**src/rtl/pack_xfer_fsm.sv**
```systemverilog
// Packs PACK consecutive IN_W-bit source RAM entries into one destination RAM word.
// Programmable bases, word count, lane order; start/abort handshake; addresses wrap.
module pack_xfer_fsm #(
  parameter int IN_W      = 8,
  parameter int PACK      = 2,
  parameter int SRC_DEPTH = 32,
  parameter int DST_DEPTH = 16,
  localparam int SRC_AW   = $clog2(SRC_DEPTH),
  localparam int DST_AW   = $clog2(DST_DEPTH),
  localparam int OUT_W    = IN_W * PACK
) (
  input  logic              clk,
  input  logic              rst_n,
  input  logic [IN_W-1:0]   data_wr,
  input  logic              wr_en,
  input  logic [SRC_AW-1:0] wr_add,
  input  logic [DST_AW-1:0] rd_add,
  output logic [OUT_W-1:0]  data_out,
  input  logic              start,
  input  logic              abort,
  input  logic [SRC_AW-1:0] src_base,
  input  logic [DST_AW-1:0] dst_base,
  input  logic [DST_AW:0]   word_cnt,
  input  logic              msb_first,
  output logic              busy,
  output logic              done
);

  localparam int LW  = $clog2(PACK);
  localparam int WCW = DST_AW + 1;

  typedef enum logic [2:0] {
    S_IDLE  = 3'b001,
    S_READ  = 3'b010,
    S_WRITE = 3'b100
  } state_t;

  logic [IN_W-1:0]   r_src_mem [SRC_DEPTH];
  logic [OUT_W-1:0]  r_dst_mem [DST_DEPTH];

  state_t            r_state,      w_state_nxt;
  logic [SRC_AW-1:0] r_src_ptr,    w_src_ptr_nxt;
  logic [DST_AW-1:0] r_dst_ptr,    w_dst_ptr_nxt;
  logic [WCW-1:0]    r_words_left, w_words_left_nxt;
  logic [LW-1:0]     r_lane,       w_lane_nxt;
  logic [OUT_W-1:0]  r_asm,        w_asm_nxt;
  logic              r_msb,        w_msb_nxt;
  logic              r_done,       w_done_nxt;

  logic [LW-1:0]     w_slot;
  logic [IN_W-1:0]   w_src_rd;
  logic              w_dst_we;

  assign w_src_rd = r_src_mem[r_src_ptr];
  assign w_slot   = r_msb ? (LW'(PACK - 1) - r_lane) : r_lane;
  assign data_out = r_dst_mem[rd_add];
  assign busy     = (r_state != S_IDLE);
  assign done     = r_done;

  always_comb begin
    w_state_nxt      = r_state;
    w_src_ptr_nxt    = r_src_ptr;
    w_dst_ptr_nxt    = r_dst_ptr;
    w_words_left_nxt = r_words_left;
    w_lane_nxt       = r_lane;
    w_asm_nxt        = r_asm;
    w_msb_nxt        = r_msb;
    w_done_nxt       = r_done;
    w_dst_we         = 1'b0;
    case (r_state)
      S_IDLE: begin
        if (start && !abort) begin
          w_src_ptr_nxt    = src_base;
          w_dst_ptr_nxt    = dst_base;
          w_words_left_nxt = word_cnt;
          w_msb_nxt        = msb_first;
          w_lane_nxt       = '0;
          w_done_nxt       = (word_cnt == '0);
          if (word_cnt != '0) w_state_nxt = S_READ;
        end
      end
      S_READ: begin
        if (abort) begin
          w_state_nxt = S_IDLE;
        end else begin
          w_asm_nxt[w_slot*IN_W +: IN_W] = w_src_rd;
          w_src_ptr_nxt = r_src_ptr + SRC_AW'(1);
          if (r_lane == LW'(PACK - 1)) w_state_nxt = S_WRITE;
          else                         w_lane_nxt  = r_lane + LW'(1);
        end
      end
      S_WRITE: begin
        // abort suppresses the write of the word assembled so far
        if (abort) begin
          w_state_nxt = S_IDLE;
        end else begin
          w_dst_we         = 1'b1;
          w_dst_ptr_nxt    = r_dst_ptr + DST_AW'(1);
          w_words_left_nxt = r_words_left - WCW'(1);
          w_lane_nxt       = '0;
          if (r_words_left == WCW'(1)) begin
            w_state_nxt = S_IDLE;
            w_done_nxt  = 1'b1;
          end else begin
            w_state_nxt = S_READ;
          end
        end
      end
      default: w_state_nxt = S_IDLE;
    endcase
  end

  always_ff @(posedge clk or negedge rst_n) begin
    if (!rst_n) begin
      r_state      <= S_IDLE;
      r_src_ptr    <= '0;
      r_dst_ptr    <= '0;
      r_words_left <= '0;
      r_lane       <= '0;
      r_asm        <= '0;
      r_msb        <= 1'b0;
      r_done       <= 1'b0;
    end else begin
      r_state      <= w_state_nxt;
      r_src_ptr    <= w_src_ptr_nxt;
      r_dst_ptr    <= w_dst_ptr_nxt;
      r_words_left <= w_words_left_nxt;
      r_lane       <= w_lane_nxt;
      r_asm        <= w_asm_nxt;
      r_msb        <= w_msb_nxt;
      r_done       <= w_done_nxt;
    end
  end

  // RAM contents survive reset
  always_ff @(posedge clk) begin
    if (wr_en)    r_src_mem[wr_add]    <= data_wr;
    if (w_dst_we) r_dst_mem[r_dst_ptr] <= r_asm;
  end

endmodule

```
**config.mk**
```make
export PLATFORM = sky130hd
export DESIGN_NAME = pack_xfer_fsm
export DESIGN_NICKNAME = d
export VERILOG_FILES = /design/src/rtl/pack_xfer_fsm.sv
export SDC_FILE = /design/constraint.sdc
export NUM_CORES = 1
export LEC_CHECK = 0
export CORE_MARGIN = 2
export CORE_UTILIZATION = 45
export CTS_CLUSTER_SIZE = 12
export DETAILED_ROUTE_END_ITERATION = 10
export GPL_TIMING_DRIVEN = 0
export HOLD_SLACK_MARGIN = 0.02
export PLACE_DENSITY = 0.64
export REMOVE_ABC_BUFFERS = 1
export SYNTH_ARGS = -nofsm -noshare
export SYNTH_HDL_FRONTEND = slang
export SYNTH_SLANG_ARGS = --single-unit
```
**constraint.sdc**
```tcl
create_clock -name clk -period 5 [get_ports clk]
set_clock_uncertainty 0.05 [all_clocks]
set_input_delay 1 -clock clk [delete_from_list [all_inputs] [get_ports clk]]
set_output_delay 1 -clock clk [all_outputs]
set_load 0.01 [all_outputs]
```
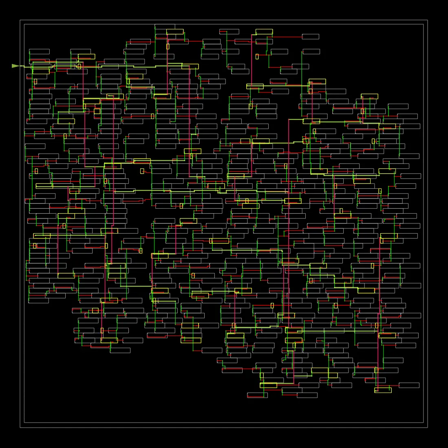
Figure 1: clock nets.
P_clk: 3.86 mW
Clock Sinks: 548
Seq cells: 548

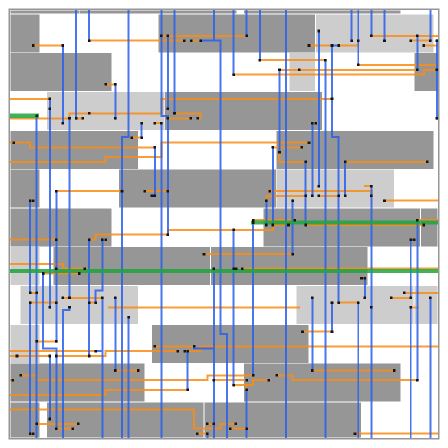
Figure 2: layout detail.
Region (152, 41) to (182, 71) um. Cells in grey, sequential cells in the stronger grey; small squares are vias.
legend:
  metal 1:
    colour: orange
  metal 3:
    colour: green
  metal 2:
    colour: blue
most frequent: edfxtp_1 (15), mux4_2 (5), clkinv_2 (1)
netlist names of flops here include: r_dst_mem (15)
sequential cells in the window: 15
cells with their middle in the window: 21

## path summary, 6_finish.rpt
path	end	slack (ns)	cells after the start
worst min-delay path	r_words_left[3]	0.12	1
worst max register to register	r_asm[1]	1.77	6
worst max-delay path	data_out[3]	0.52	5
worst min register to register	r_words_left[4]	0.46	2
max in group asynchronous	r_state[0]	4.32	2
min in group clk	r_words_left[4]	0.46	2
## cell usage in the layout, fill, tap and decap left out, types with 3 or more instances in the layout
cell	n
nor3_2	4
o21ai_0	23
or4_1	3
dfrtp_1	32
o22ai_1	23
nand3_1	15
nand2b_1	3
nand2_1	30
nor2_2	12
inv_1	9
clkdlybuf4s50_1	50
edfxtp_1	512
clkinv_1	4
clkbuf_1	31
o211ai_1	3
ha_1	7
nor2b_1	5
buf_6	8
a22oi_1	17
buf_16	4
nor2_1	54
a211oi_1	7
mux2i_1	71
or3b_2	4
nor4_1	8
nand3b_1	10
mux4_2	109
mux2_2	15
a21oi_1	13
o31ai_1	3
buf_8	12
clkinv_2	6
clkbuf_8	3
o22a_1	3
clkbuf_16	56
nor3_1	5
inv_6	3
a31oi_1	3
## metrics by stage
step | util (%) | std cells
floorplan | - | 1025
global placement | 47.5 | 1694
detailed placement | 48.4 | 1720
CTS | 52.0 | 1825
global route | 52.0 | 1825
finish | 52.0 | 1825
## cell families (layout without fill, tap and decap cells)
| group | after synthesis | in the layout | share of synthesized area, % |
|---|---|---|---|
| AND/OR/NAND/NOR | 163 | 163 | 3.67 |
| AND-OR/OR-AND | 101 | 101 | 3.02 |
| buffers and inverters | 66 | 194 | 1.56 |
| multiplexers | 196 | 196 | 15.6 |
| XOR/XNOR | 1 | 1 | 0.0407 |
| adder cells (fa/ha/maj) | 7 | 7 | 0.407 |
| flip-flops | 548 | 548 | 75.7 |
==> impl_metrics.py <==
# Synthesis and PnR figures
metrics = {
    "status": {
        "status": "finished, final reports clean",
    },
    "layout": {
        "n_fill_cell": 3760,
        "top_regs": "r_dst_mem (256), r_src_mem (256), r_asm (16)",
        "comb_share_pct": 20.0,
        "antenna_cells": 0,
        "layout-drive-gt1-share_pct": 20.7,
        "syn_to_final_growth_pct": 14.7,
        "logic_gate_count": 468,
        "largest_class": "sequential cells",
        "n_all_buffers": 80,
        "seq_area_share_pct": 66.0,
        "buffer_area_share_pct": 3.83,
        "clock_area_share_pct": 6.85,
    },
    "pwr": {
        "pwr-share-clk_pct": 33.0,
        "p_int_mw": 8.51,
        "total_power_mw": 11.7,
        "netSwitchingFraction_pct": 27.3,
        "p_seq_mw": 6.01,
        "p_leak_nw": 7.96,
        "ir_drop_uv": 362,
    },
    "worst_setup_path": {
        "crit_slowest_cell": "mux4_2",
        "crit_path_end_kind": "output pin",
        "cp.arrival_ns": 3.43,
        "crit_chain": "buf_4, buf_16, mux4_2, mux4_2, clkdlybuf4s50_1",
        "worst-path-buf-inv": 3,
        "r2r_start": "r_src_ptr[1]",
        "worstSetupStartpoint": "rd_add[0]",
        "worst-setup-path-type": "input port to output pin",
        "critical_path.top_delay_family": "buffers and inverters",
    },
    "yosys": {
        "netlist.area_leader.share_pct": 71.5,
        "edf_count": 512,
        "yosysWarnings": 0,
        "ys_top_cells_by_count": "edfxtp_1, mux4_2, mux2i_1",
        "ys_seq_share_pct": 75.7,
        "yosys_cells": 1082,
        "ys.flop_type": "edfxtp_1",
        "netlist_area_um2": 21500,
        "ys_chip_area_um2": 21500,
        "synth.distinct_cells": 47,
        "syn_area_per_cell_um2": 19.9,
        "async_flop_share_pct": 6.57,
        "top_cell": "edfxtp_1",
        "yosysTopAreaCell": "edfxtp_1",
        "top_cells_by_area": "edfxtp_1, mux4_2, dfrtp_1, mux2i_1, nor2_1",
    },
    "flow_run": {
        "openroad.warnings": 29,
    },
    "global_route": {
        "grt_use_met2_pct": 30.2,
        "top_usage_layer": "met2",
        "grt_pass1_vias": 10341,
        "grt.total_usage_pct": 17.6,
        "overflow": 0,
        "antenna_found_initial": 0,
        "grt_use_met3_pct": 2.59,
        "grt_pass1_wl_um": 64800,
        "grt_max_degree": 43,
    },
    "final_timing": {
        "setup_tns_ns": 0,
        "whs_ns": 0.122,
        "fmax_ghz": 0.223,
        "period_needed_ns": 4.48,
        "finalHoldViolations": 0,
        "rsz0062_at_grt": "no",
        "setup_viol": 0,
        "fin_crit_sh_pct": 89.7,
        "worstMarginPinSlew_ns": 1.31,
        "final-max-slew-violation-count": 0,
    },
    "die": {
        "initCoreUtil_pct": 45.3,
        "chip_area_um2": 49600,
        "row_count": 80,
        "nWellTaps": 615,
        "die_h_um": 223,
        "die_w_um": 223,
    },
    "routing": {
        "vias_per_cell": 5.63,
        "drtIter0Drc": 859,
        "drt_pass1_iterations": 5,
        "wirelength_um": 43200,
        "dr_wl_met2_um": 22100,
        "top_layer": "met4",
    },
    "placed_design": {
        "gp_congestion": 0.858,
        "place_area_um2": 23000,
        "dp_slack_ns": 0.454,
    },
    "clock_tree": {
        "cts_tree": "done",
        "cts_hold_buf": 0,
        "post_cts_resized": 0,
        "cts_setup_buffers": 0,
        "htree_levels": 2,
        "cts_buffer_depth": 3,
        "clk_pin_slew_ns": 0.06,
        "cts_buffers": 56,
    },
}
Power figures rest on the tool's default switching activity, not on a simulated workload.
